`config.mk`:
```
export PLATFORM = sky130hd
export DESIGN_NAME = shift_decoder_flat
export DESIGN_NICKNAME = d
export VERILOG_FILES = /design/src/rtl/shift_decoder_if.sv /design/src/rtl/shift_decoder.sv /design/src/flat_wrapper.sv
export SDC_FILE = /design/constraint.sdc
export NUM_CORES = 1
export LEC_CHECK = 0
export ABC_AREA = 1
export CORE_UTILIZATION = 25
export DETAILED_ROUTE_END_ITERATION = 7
export MAX_ROUTING_LAYER = met4
export SYNTH_ARGS = -nofsm -noshare
export SYNTH_HDL_FRONTEND = slang
export SYNTH_SLANG_ARGS = --single-unit
```
`constraint.sdc`:
```
create_clock -name clk -period 6.35 [get_ports clk]
set_clock_uncertainty 0.05 [all_clocks]
set_input_delay 1.27 -clock clk [delete_from_list [all_inputs] [get_ports clk]]
set_output_delay 1.27 -clock clk [all_outputs]
set_load 0.01 [all_outputs]
```
`src/rtl/shift_decoder_if.sv`:
```
// rtl/shift_decoder_if.sv - request/result handshake bundle for the shift decoder
interface shift_decoder_if #(
  parameter int WIDTH = 8,
  parameter int AMTW  = 3
);
  logic             req_valid;
  logic             req_ready;
  logic [WIDTH-1:0] datain;
  logic [WIDTH-1:0] dataout_obs;
  logic             res_valid;
  logic             res_ready;
  logic             found;
  logic [AMTW-1:0]  shiftamt;
  logic [2:0]       shifttype;

  modport master (
    output req_valid, datain, dataout_obs, res_ready,
    input  req_ready, res_valid, found, shiftamt, shifttype
  );

  modport slave (
    input  req_valid, datain, dataout_obs, res_ready,
    output req_ready, res_valid, found, shiftamt, shifttype
  );
endinterface

```
`src/rtl/shift_decoder.sv`:
```
// rtl/shift_decoder.sv - recovers shift amount/type from an original and shifted word
// One candidate amount per clock, all five shift types checked in priority order.
module shift_decoder #(
  parameter int WIDTH = 8,
  parameter int AMTW  = 3
) (
  input logic              clk,
  input logic              rst_n,
  shift_decoder_if.slave   bus
);
  typedef enum logic [1:0] {
    S_IDLE   = 2'd0,
    S_SEARCH = 2'd1,
    S_DONE   = 2'd2
  } state_t;

  localparam logic [2:0]      LP_SLL  = 3'b000;
  localparam logic [2:0]      LP_SRL  = 3'b001;
  localparam logic [2:0]      LP_SRA  = 3'b010;
  localparam logic [2:0]      LP_ROL  = 3'b011;
  localparam logic [2:0]      LP_ROR  = 3'b100;
  localparam logic [AMTW:0]   LP_W    = (AMTW+1)'(WIDTH);
  localparam logic [AMTW-1:0] LP_LAST = AMTW'(WIDTH - 1);

  state_t           r_state;
  logic [WIDTH-1:0] r_din;
  logic [WIDTH-1:0] r_obs;
  logic [AMTW-1:0]  r_amt;
  logic             r_req_ready;
  logic             r_res_valid;
  logic             r_found;
  logic [AMTW-1:0]  r_shiftamt;
  logic [2:0]       r_shifttype;

  logic [WIDTH-1:0] w_sll;
  logic [WIDTH-1:0] w_srl;
  logic [WIDTH-1:0] w_sra;
  logic [WIDTH-1:0] w_rol;
  logic [WIDTH-1:0] w_ror;
  logic [AMTW:0]    w_comp;
  logic             w_hit;
  logic [2:0]       w_type;

  // Complement amount is WIDTH at k=0, which shifts out everything and leaves the identity.
  assign w_comp = LP_W - {1'b0, r_amt};
  assign w_sll  = r_din << r_amt;
  assign w_srl  = r_din >> r_amt;
  assign w_sra  = $unsigned($signed(r_din) >>> r_amt);
  assign w_rol  = (r_din << r_amt) | (r_din >> w_comp);
  assign w_ror  = (r_din >> r_amt) | (r_din << w_comp);

  always_comb begin
    w_hit  = 1'b1;
    w_type = LP_SLL;
    if (w_sll == r_obs)      w_type = LP_SLL;
    else if (w_srl == r_obs) w_type = LP_SRL;
    else if (w_sra == r_obs) w_type = LP_SRA;
    else if (w_rol == r_obs) w_type = LP_ROL;
    else if (w_ror == r_obs) w_type = LP_ROR;
    else                     w_hit  = 1'b0;
  end

  always_ff @(posedge clk or negedge rst_n) begin
    if (!rst_n) begin
      r_state     <= S_IDLE;
      r_din       <= '0;
      r_obs       <= '0;
      r_amt       <= '0;
      r_req_ready <= 1'b1;
      r_res_valid <= 1'b0;
      r_found     <= 1'b0;
      r_shiftamt  <= '0;
      r_shifttype <= LP_SLL;
    end else begin
      case (r_state)
        S_IDLE: begin
          if (bus.req_valid) begin
            r_din       <= bus.datain;
            r_obs       <= bus.dataout_obs;
            r_amt       <= '0;
            r_req_ready <= 1'b0;
            r_state     <= S_SEARCH;
          end
        end
        S_SEARCH: begin
          if (w_hit) begin
            r_found     <= 1'b1;
            r_shiftamt  <= r_amt;
            r_shifttype <= w_type;
            r_res_valid <= 1'b1;
            r_state     <= S_DONE;
          end else if (r_amt == LP_LAST) begin
            r_found     <= 1'b0;
            r_shiftamt  <= '0;
            r_shifttype <= LP_SLL;
            r_res_valid <= 1'b1;
            r_state     <= S_DONE;
          end else begin
            r_amt <= r_amt + 1'b1;
          end
        end
        S_DONE: begin
          if (bus.res_ready) begin
            r_res_valid <= 1'b0;
            r_req_ready <= 1'b1;
            r_state     <= S_IDLE;
          end
        end
        default: begin
          r_state     <= S_IDLE;
          r_req_ready <= 1'b1;
          r_res_valid <= 1'b0;
        end
      endcase
    end
  end

  assign bus.req_ready = r_req_ready;
  assign bus.res_valid = r_res_valid;
  assign bus.found     = r_found;
  assign bus.shiftamt  = r_shiftamt;
  assign bus.shifttype = r_shifttype;
endmodule

```
`src/flat_wrapper.sv`:
```
// flat-port wrapper written by rule: the top's interface ports become plain ports
module shift_decoder_flat 
#(
  parameter int WIDTH = 8,
  parameter int AMTW  = 3
)
  (clk, rst_n, bus_req_valid, bus_datain, bus_dataout_obs, bus_res_ready, bus_req_ready, bus_res_valid, bus_found, bus_shiftamt, bus_shifttype);
  shift_decoder_if #(.WIDTH(WIDTH), .AMTW(AMTW)) bus_i ();
  input logic clk;
  input logic rst_n;
  input wire logic [$bits(bus_i.req_valid)-1:0] bus_req_valid;
  input wire logic [$bits(bus_i.datain)-1:0] bus_datain;
  input wire logic [$bits(bus_i.dataout_obs)-1:0] bus_dataout_obs;
  input wire logic [$bits(bus_i.res_ready)-1:0] bus_res_ready;
  output wire logic [$bits(bus_i.req_ready)-1:0] bus_req_ready;
  output wire logic [$bits(bus_i.res_valid)-1:0] bus_res_valid;
  output wire logic [$bits(bus_i.found)-1:0] bus_found;
  output wire logic [$bits(bus_i.shiftamt)-1:0] bus_shiftamt;
  output wire logic [$bits(bus_i.shifttype)-1:0] bus_shifttype;
  assign bus_i.req_valid = bus_req_valid;
  assign bus_i.datain = bus_datain;
  assign bus_i.dataout_obs = bus_dataout_obs;
  assign bus_i.res_ready = bus_res_ready;
  assign bus_req_ready = bus_i.req_ready;
  assign bus_res_valid = bus_i.res_valid;
  assign bus_found = bus_i.found;
  assign bus_shiftamt = bus_i.shiftamt;
  assign bus_shifttype = bus_i.shifttype;
  shift_decoder #(.WIDTH(WIDTH), .AMTW(AMTW)) u_core (.clk(clk), .rst_n(rst_n), .bus(bus_i));
endmodule
```
==> metrics.cfg <==
[synthesis]
syn_nets = 554
top_cells_by_area = nand2_1, dfrtp_1, nand3_1, nor2_1, nand3_2
ys_ff = 30
ys_types = 31
yosys_cells = 531
top_area_frac = 0.229
synthTopCellsByCount = nand2_1, nand3_1, nor2_1, dfrtp_1, inv_1
topCombFamilyByArea = simple AND/OR/NAND/NOR gates
synthAdderAreaFrac = 0.0116
xor_area_frac = 0.0109
aoi_share = 0.0392
synth.avg_cell_area_sq_um = 6.07
top_area_cell = nand2_1
ys.flop_type = dfrtp_1

[setup_path]
cp_slowest_stage_delay_ns = 0.87
reg2regPathDepth = 17
crit_path_start = u_core.r_amt[0]
crit_top_cell = nand2_1
cp_max_fo = 19
cpMaxStageDelayCell = dfrtp_1
crit_path_end = u_core.r_amt[2]
cp-end-kind = flip-flop

[global_route]
antenna_found_initial = 0

[finish]
top_regs = u_core.r_din (8), u_core.r_obs (8)
seq_cells = 30
design_area_sq_um = 3760
finalNetCount = 572
n_all_inverters = 29
regArea_sq_um = 752
layout_top_cells = nand2_1, nand3_1, nor2_1
dominant_cells = logic gates
sh_comb_area = 0.596
fin_cells = 722
drive_gt1_frac = 0.116
buffers = 30
layout_top_cell = nand2_1
logic_gate_count = 453
combGateArea_sq_um = 2240

[clock_network]
htreeDepth = 2
cts_hold_buffers = 0
clock-root-buffer = clkbuf_16
post_cts_buffers = 0
cts_max_path_buffers = 2

[job]
max_cap_violations = 0

[placed_design]
port_buffers = 28
place.gp.congestion = 0.971
pre_cts_slack_ns = 2.56
dpl.hpwl_mm = 8.33

[sta]
fin_crit_ns = 3.92
finalCritPeriodShare = 0.617
rsz0062_at_grt = no
setup_tns_ns = 0
finalHoldViolCount = 0
slew_violations = 0

[hold_path]
holdCritStartpoint = u_core.bus.req_ready
hold_depth = 2

[route]
ant_nets = 0
firstDrtPassIters = 5
routed.top_layer = met4
wl_met2_mm = 5.24
drtIter0Drc = 299

[status]
status = completed

[floorplanning]
nWellTaps = 172
fp_util = 0.255

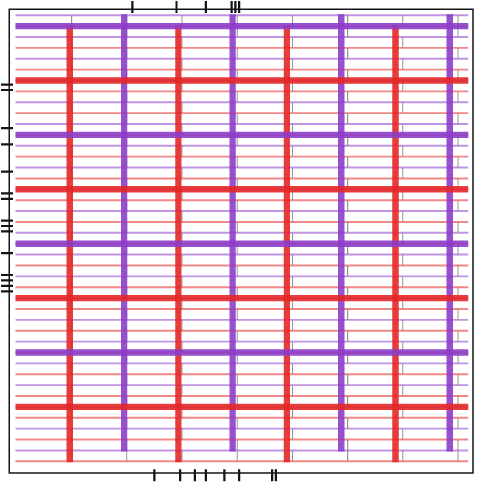
(images/floorplan.png)
(4 px per um) Pins as bars on the die edge. Tap cells in gray.
net	color
VDD	purple
VSS	red
signal pins	29
rows	41
met1 rails	42
met5 straps	8
Die Y: 116 um
die width: 116 um
core area: 12600 sq um

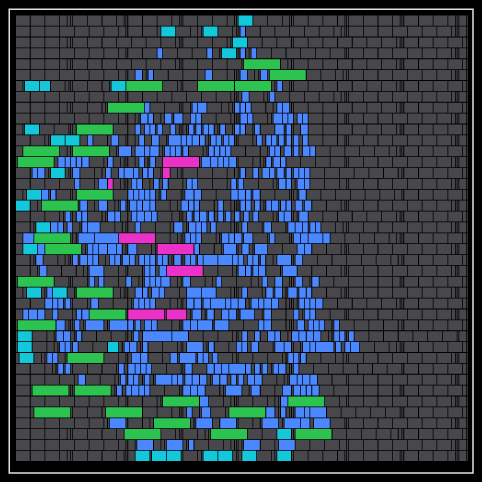
(images/class_map.png)
(4 px per um) Fill, decap, tap and diode cells in gray.
class	color	cells	share of their area
remaining buffers and delay cells	cyan	30	8.3%
sequential cells	green	30	21%
remaining logic cells	blue	482	66%
clock drivers and dummy loads	magenta	8	4.2%
# rows: 41
flop share of the area: 0.200

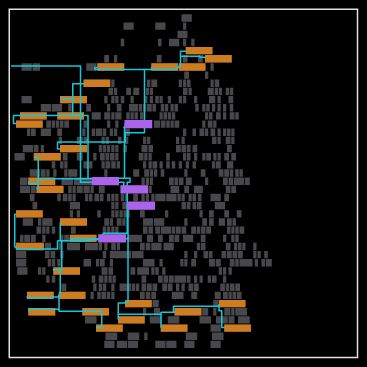
(images/clock_wires.png)
(3 px per um)
[flip-flops] orange | count: 30
[clock-net drivers] purple | count: 5
[clock wires] cyan | length: 610 um
routed clock nets	6
worst-skew pair later-pin latency: 0.28 ns

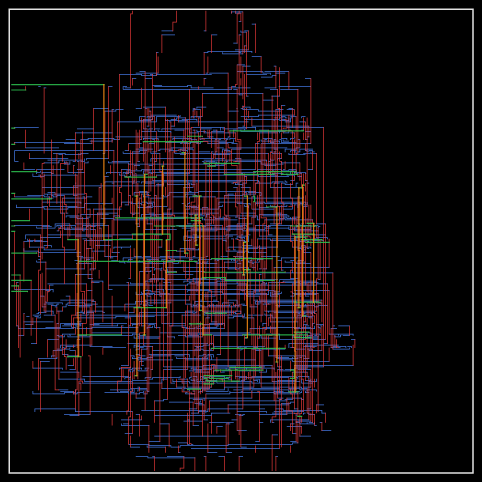
(images/layers.png)
(4 px per um)
layer	color	wire length
M2	red	5240 um
M4	orange	479 um
M3	green	482 um
M1	blue	4720 um
gr usage total: 0.179
via count: 3661
WL/cell: 15.1 um
detailed-route wire length: 10.9 mm

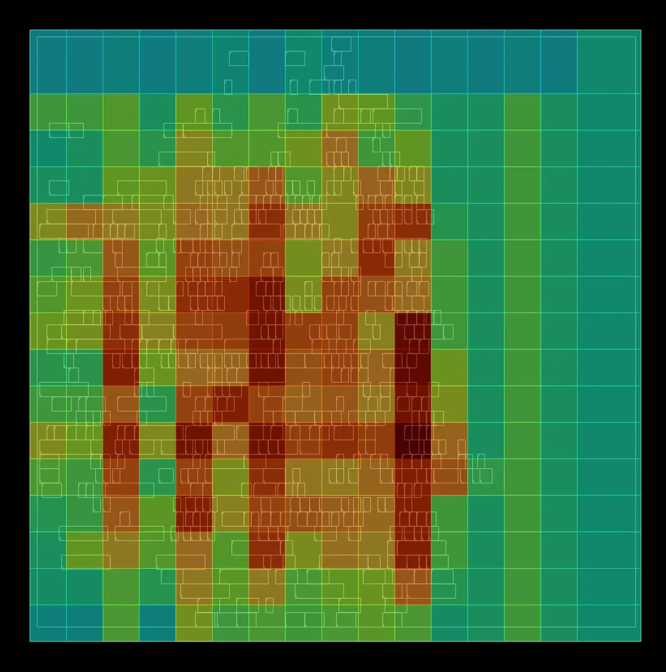
(images/congestion_map.png)
gr busiest metal: met2
grt met2 use: 0.301
met3 Usage GRT: 0.0167
met1 track demand over resource: 0.213

